--- config.mk ---
export PLATFORM = sky130hd
export DESIGN_NAME = log_event_arbiter
export DESIGN_NICKNAME = d
export VERILOG_FILES = /design/src/rtl/log_event_arbiter.sv
export SDC_FILE = /design/constraint.sdc
export NUM_CORES = 1
export LEC_CHECK = 0
export ABC_AREA = 1
export CAP_MARGIN = 30
export CORE_UTILIZATION = 42
export CTS_CLUSTER_DIAMETER = 60
export CTS_CLUSTER_SIZE = 8
export DETAILED_ROUTE_END_ITERATION = 7
export HOLD_SLACK_MARGIN = 0.03
export PLACE_DENSITY = 0.88
export SLEW_MARGIN = 30
export SYNTH_ARGS = -nofsm -noshare
export SYNTH_HDL_FRONTEND = slang
export SYNTH_SLANG_ARGS = --single-unit
--- constraint.sdc ---
create_clock -name aclk -period 2.7 [get_ports aclk]
set_input_delay 0.54 -clock aclk [delete_from_list [all_inputs] [get_ports aclk]]
set_output_delay 0.54 -clock aclk [all_outputs]
set_load 0.1 [all_outputs]
--- src/rtl/log_event_arbiter.sv ---
// log_event_arbiter
// Round-robin arbiter sharing one log-event sink between NB_REQ requesters.
// Events whose severity is below cfg_verbosity are acknowledged and discarded
// in the same cycle and counted in a saturating counter. The granted event is
// registered and offered to the sink over a valid/ready handshake.
// Build option: define LOG_ARB_TRACE_EN to attach a simulation-only trace
// (grants and counter saturation). Cycle behaviour is identical either way.
module log_event_arbiter #(
  parameter int NB_REQ = 4,
  parameter int ID_W   = 8,
  parameter int CNT_W  = 16,
  localparam int SRC_W = $clog2(NB_REQ)
) (
  input  logic                     aclk,
  input  logic                     aresetn,
  input  logic [NB_REQ-1:0]        req_valid,
  output logic [NB_REQ-1:0]        req_ready,
  input  logic [3*NB_REQ-1:0]      req_level,
  input  logic [ID_W*NB_REQ-1:0]   req_id,
  input  logic [2:0]               cfg_verbosity,
  output logic                     out_valid,
  input  logic                     out_ready,
  output logic [2:0]               out_level,
  output logic [ID_W-1:0]          out_id,
  output logic [SRC_W-1:0]         out_src,
  output logic [CNT_W-1:0]         filt_count
);

  localparam int FC_W = $clog2(NB_REQ + 1);

  typedef enum logic {EMPTY = 1'b0, FULL = 1'b1} state_t;

  state_t            state_q, state_d;
  logic [SRC_W-1:0]  ptr_q;
  logic [NB_REQ-1:0] filt, elig, gnt_vec;
  logic [FC_W-1:0]   filt_n;
  logic [SRC_W:0]    scan_idx;
  logic [SRC_W-1:0]  gnt_idx;
  logic              found, load, grant;
  logic [CNT_W:0]    cnt_sum;
  logic [CNT_W-1:0]  cnt_next;

  // Severities 5..7 behave as ERROR (4) when compared against the threshold.
  function automatic logic [2:0] eff_level(input logic [2:0] lvl);
    return (lvl > 3'd4) ? 3'd4 : lvl;
  endfunction

  // Split valid requests into filtered (below threshold) and eligible ones.
  always_comb begin
    // NOTE: every output of a combinational block gets a default first, so no
    // path leaves it unassigned and no latch is inferred.
    filt   = '0;
    elig   = '0;
    filt_n = '0;
    for (int i = 0; i < NB_REQ; i++) begin
      if (req_valid[i]) begin
        if (eff_level(req_level[3*i +: 3]) < cfg_verbosity) begin
          filt[i] = 1'b1;
          filt_n  = filt_n + FC_W'(1);
        end else begin
          elig[i] = 1'b1;
        end
      end
    end
  end

  // Round-robin scan: first eligible index starting at ptr_q, wrapping at NB_REQ.
  always_comb begin
    found    = 1'b0;
    gnt_idx  = '0;
    scan_idx = '0;
    for (int k = 0; k < NB_REQ; k++) begin
      scan_idx = {1'b0, ptr_q} + (SRC_W+1)'(k);
      if (scan_idx >= (SRC_W+1)'(NB_REQ)) begin
        scan_idx = scan_idx - (SRC_W+1)'(NB_REQ);
      end
      if (!found && elig[scan_idx[SRC_W-1:0]]) begin
        found   = 1'b1;
        gnt_idx = scan_idx[SRC_W-1:0];
      end
    end
  end

  // The output register may load when empty or when the sink takes the held event.
  assign load  = (state_q == EMPTY) || out_ready;
  assign grant = load && found;

  // Acknowledge filtered requesters plus the single granted one.
  always_comb begin
    gnt_vec = '0;
    for (int i = 0; i < NB_REQ; i++) begin
      gnt_vec[i] = grant && (gnt_idx == SRC_W'(i));
    end
  end

  assign req_ready = filt | gnt_vec;

  // Saturating accumulation of this cycle's filtered events.
  assign cnt_sum  = {1'b0, filt_count} + (CNT_W+1)'(filt_n);
  assign cnt_next = cnt_sum[CNT_W] ? '1 : cnt_sum[CNT_W-1:0];

  // Next-state logic of the output-holding FSM.
  always_comb begin
    state_d = state_q;
    case (state_q)
      EMPTY:   if (grant) state_d = FULL;
      FULL:    if (out_ready) state_d = grant ? FULL : EMPTY;
      default: state_d = EMPTY;
    endcase
  end

  // State register, round-robin pointer and filtered-event counter.
  always_ff @(posedge aclk or negedge aresetn) begin
    // NOTE: sequential state uses non-blocking assignments so every register
    // samples the pre-edge values regardless of statement order.
    if (!aresetn) begin
      state_q    <= EMPTY;
      ptr_q      <= '0;
      filt_count <= '0;
    end else begin
      state_q    <= state_d;
      filt_count <= cnt_next;
      if (grant) begin
        ptr_q <= (gnt_idx == SRC_W'(NB_REQ - 1)) ? '0 : gnt_idx + SRC_W'(1);
      end
    end
  end

  // Held event towards the sink; only replaced on a grant, never recalled.
  always_ff @(posedge aclk or negedge aresetn) begin
    if (!aresetn) begin
      out_level <= '0;
      out_id    <= '0;
      out_src   <= '0;
    end else if (grant) begin
      out_level <= req_level[3*gnt_idx +: 3];
      out_id    <= req_id[ID_W*gnt_idx +: ID_W];
      out_src   <= gnt_idx;
    end
  end

  assign out_valid = (state_q == FULL);

`ifdef LOG_ARB_TRACE_EN
  // Trace each grant and the cycle the filtered counter pins at all-ones.
  always @(posedge aclk) begin
    if (aresetn && grant) begin
      $display("[LogArb][DEBUG] %0t grant src=%0d level=%0d id=0x%0h", $time, gnt_idx,
               req_level[3*gnt_idx +: 3], req_id[ID_W*gnt_idx +: ID_W]);
    end
    if (aresetn && (filt_count != '1) && (cnt_next == '1)) begin
      $display("[LogArb][WARNING] %0t filtered-event counter saturated", $time);
    end
  end
`endif

endmodule

==> writeup.txt <==
The run gives 12000 um as the total wirelength of the detailed-routed design. With the worst setup slack for register-to-register paths at -0.03 ns, the placement-stage worst setup slack is -1.86 ns. With the post-synthesis sequential element count at 32, the hold buffer count at CTS is 0.

The clock period minus worst slack works out to 3.90 ns. Derived from the worst setup path, the maximum achievable clock frequency is 257 MHz. The timing report attributes the biggest portion of critical-path delay to simple AND/OR/NAND/NOR gates. Including well taps, the total number of placed cells is 599.

The fraction of synthesized cell area taken by the top area cell type is 0.298. The tools report the combined global-route utilization of all metal layers as 0.324. Summed over all instances, the cell type with the most area after synthesis is dfrtp_1. The transition time of the tightest slew-check pin was 0.613 ns; the final number of setup-violating endpoints was 35. With the largest fanout on the critical path at 3, the leakage power total is 2.66 nW. Summing every instance area after synthesis gives 2690 um^2. The final report lists a non-filler cell total of 656. The start-to-end type of the worst setup path was primary input to flop. The count of synthesis-stage warnings from yosys was 0; the worst reg-to-reg path cell count was 15.

The port buffer count works out to 87. The startpoint of the worst-slack reg-to-reg timing path is ptr_q[0]. The tree is rooted in a clkbuf_8.

Per the CTS log, the buffer count on the longest clock path is 2. The worst-case clock skew is 0.00681 ns. Buffer and inverter count on the worst path: 4.

The global route stage reports its total congestion overflow as 0. The logs give 0 for the final hold violation count and 0 for the number of antenna cells inserted. The run gives 6720 um^2 as the total die size.

The tools report the number of pins exceeding their max-slew limit in the final report as 0. The worst hold path startpoint is out_src[1]. The logs give 3641 for the detailed-route via count and 0.298 for the sequential-to-total area share from yosys stat. The post-detailed-route count of antenna-violating nets came out at 0. The timing report shows the most common cell along the critical path to be ha_4. The initial antenna violation count came out at 0.

Ranked by total cell area, the synthesized netlist is headed by dfrtp_1, nand2_1, nand3_1. Fraction of registers with async set/reset: 1.00. In the layout the commonest cells are buf_4, nand2_1, clkdlybuf4s50_1.

Number of nets at the end of the flow: 652. For this design the top-level I/O count stands at 88. The synthesized instance count is 393. Looking at the hold checks, the worst path lands on out_src[1]. The stage logs contain a warning count of 32. In this run the power density over the cells is 1300 nW/um^2.

The number of distinct standard cells referenced by the synthesized netlist was 33. The violation tally recorded at the end of detailed-routing iteration 0 is 281. The total nets after synthesis is 465. The run gives 1.44 for the share of the clock period used by the worst path.

In the routed design, unresolved DRC markers number 0. The run gives -1.20 ns for the least setup slack across all paths after layout. The tools report the kind of end point of the critical path as a flop. The via count of the first global-routing pass is 3512, and the fraction of final layout cells with drive strength greater than 1 is 0.506. The pin count of the biggest net entering global routing came out at 33. The most common cell after layout, fill and taps aside is buf_4. For the worst-skew pair later-pin latency, the log shows 0.28 ns. All stages included, the depth of the critical timing path comes to 23.

STA puts the critical path data arrival time at 4.10 ns. The tools report the critical register-to-register path endpoint as out_level[0]. The cell count listed in synth_stat.txt is 393. A synthesized cell averages 6.84 um^2. For this design, the sink count on the clock tree is 32.

Per-cell via count in the routed design: 5.55. The first global-routing pass estimated 16300 um of wire. Per the detail_route report, routed wire per instance is 18.4 um. Per the run report, area growth between synthesis and finish was 95.9%.

The final weighted congestion recorded by global placement is 0.881. Along the worst hold path, the cell count comes to 2. The placement stage leaves a total instance area of 4030 um^2. For the area reported by Yosys stat, the log shows 2690 um^2.

The biggest cell delay along the critical path works out to 0.36 ns. Nature of the critical path startpoint: a primary input. Looking at the VDD voltage map, the peak drop is 1.16 mV. The run gives 82.0 um for the die outline width. Looking at the critical path, the single cell with the biggest stage delay is fa_2.

Looking at the worst setup and hold paths, the clock pins of their registers show a slew of 0.07 ns. Per the synth stats, the flop cell with the highest instance count is dfrtp_1. The run finished, with violations left.

For the HPWL after detailed placement, the log shows 6040 um. The final reports fail on negative setup slack. The region available for standard cell placement spans 6060 um^2. For the completed layout, the total cell area is recorded as 5260 um^2.
what timing repair did:
action                                 CTS  global route
pin swaps                               52            43
buffers inserted                        59            12
setup endpoints to repair               36            35
cloned                                   1             0
resized                                136            80
endpoints found under the hold margin    0             0
logic make-up (layout without fill, tap and decap cells):
| family | after synthesis | in the layout | synth area share |
|---|---|---|---|
| AND-OR/OR-AND | 17 | 17 | 0.0331 |
| AND/OR/NAND/NOR | 248 | 248 | 0.427 |
| multiplexers | 1 | 1 | 0.00372 |
| XOR/XNOR | 9 | 9 | 0.0363 |
| buffers and inverters | 68 | 256 | 0.115 |
| flip-flops | 32 | 32 | 0.298 |
| adder cells (fa/ha/maj) | 18 | 18 | 0.0866 |
through the flow:
stage	hold WS [ns]	power (mW)	util	TNS, ns
after floorplan	0.244	4.02	-	-17.12
after global placement	0.466	5.06	0.665	-39.47
after detailed placement	0.472	5.18	0.665	-43.19
after CTS	0.490	6.23	0.806	-19.42
after global routing	0.535	7.19	0.868	-27.80
final	0.496	6.83	0.868	-23.86
metal layers:
metal,share of wire,vias to the layer above,track usage
met2,0.53,237,0.605
met3,0.066,75,0.0489
li1,-,1622,-
met1,0.34,1707,0.342
met5,0,-,0
met4,0.056,0,0.182
worst register-to-register path: stages, from the launching register on:
cell	delay, ns
dfrtp_1	0.74
inv_2	0.17
nand3_1	0.17
nand3_1	0.17
nand2_4	0.16
nand3_2	0.10
nand2_1	0.07
nand2_1	0.06
nand2_2	0.08
nand2_4	0.07
buf_6	0.13
buf_4	0.13
buf_4	0.13
nor2_4	0.25
nand3_2	0.10
nand3_1	0.12
flip-flops by register name, summed over array words and instances (netlist names):
signal / flops
ptr_q: 2
out_valid: 1
filt_count: 16
out_level: 3
out_src: 2
out_id: 8
power breakdown:
part           switching [mW]  internal (mW)  total (mW)
clock                   0.192          0.273       0.465
combinational            3.57           1.91        5.49
sequential              0.210          0.670       0.880
worst max path at each step:
stage                startpoint             end
2_1_floorplan  cfg_verbosity[2]  filt_count[15]
3_3_place_gp   cfg_verbosity[2]  filt_count[15]
3_5_place_dp   cfg_verbosity[2]  filt_count[15]
4_1_cts        cfg_verbosity[2]  filt_count[13]
5_1_grt        cfg_verbosity[2]  filt_count[14]
6_report       cfg_verbosity[2]  filt_count[15]
cell usage after synthesis (all sizes together) (8+ instances only):
library cell    n
dfrtp          32
nor2           23
nand4          10
nand2         132
nand3          59
nor3            8
or2             9
xor2            8
ha             17
buf            10
inv            57
a21oi           8
layout make-up:
type,instances,area (um^2)
inverters,57,233
repair buffers,191,1710
well taps,75,93.8
flip-flops and latches,32,801
multi-input cells,293,2310
fillers,291,797
clock buffers,5,68.8
clock inverters,3,42.5
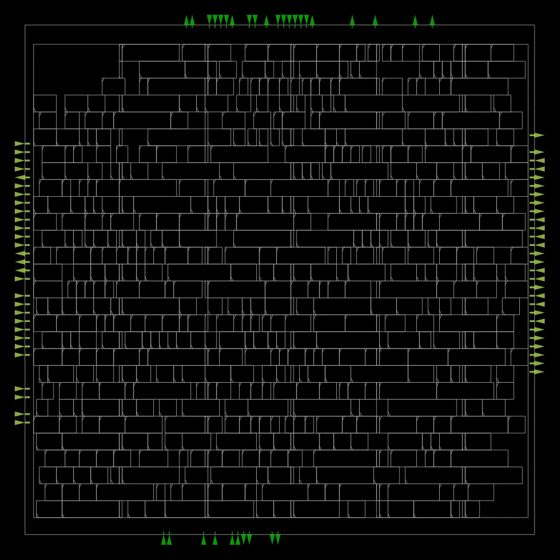
(cell outlines without signal wires)
number of placement rows: 28
number of flip-flops and latches: 32
FILL cells: 291

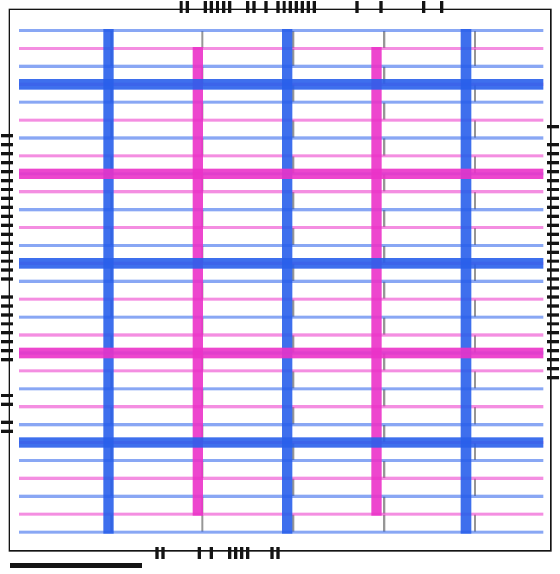
(supply network)
The bar under the picture is 20 um long. Pins as bars on the die edge. Tap cells in gray.
[blue] VSS
[magenta] VDD
tap cells: 75
met4 straps: 5
met1 rails: 29

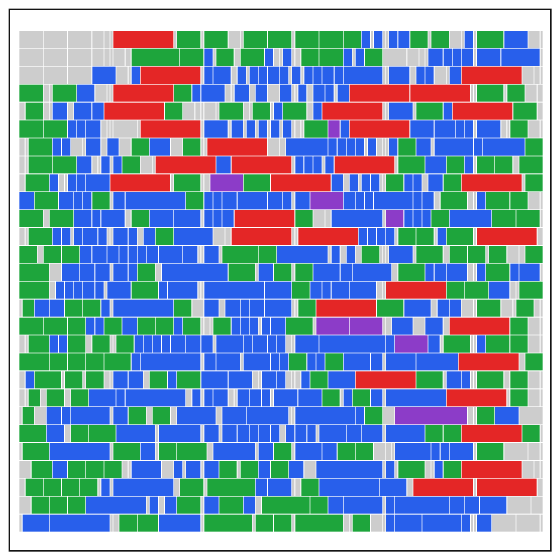
(cells colored by class)
Fill, decap, tap and diode cells in gray.
[blue] all other logic | cells: 350 | share of their area: 49%
[purple] clock drivers and dummy loads | cells: 8 | share of their area: 2.2%
[red] flip-flops | cells: 32 | share of their area: 15%
[green] other buffers and delay cells | cells: 191 | share of their area: 33%

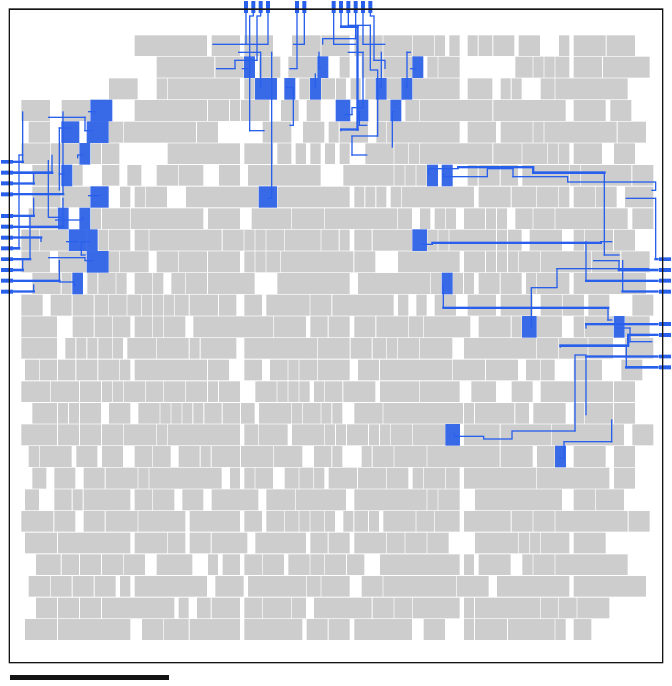
(I/O nets highlighted)
The bar under the picture is 20 um long.
[blue] req_id | direction: input | edge: 12 left, 12 top, 8 right | end cells: 32 | buffers: 32 | wire: 608 um

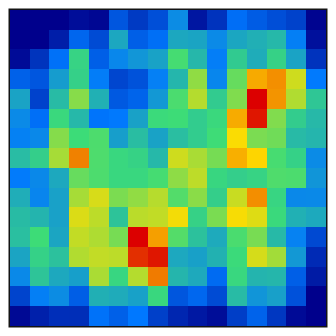
(wiring heat map)
The die is cut into 16 by 16 equal tiles; dark blue is low, red is high, scaled to the fullest tile. Values are wire area over tile area, all layers added.
emptiest ninth of the die: upper left
tiles over half the peak: 29%
nearly empty tiles: 3.9%
mean over tiles: 0.30
fullest tile: 0.75

Power and IR drop assume default switching activity.
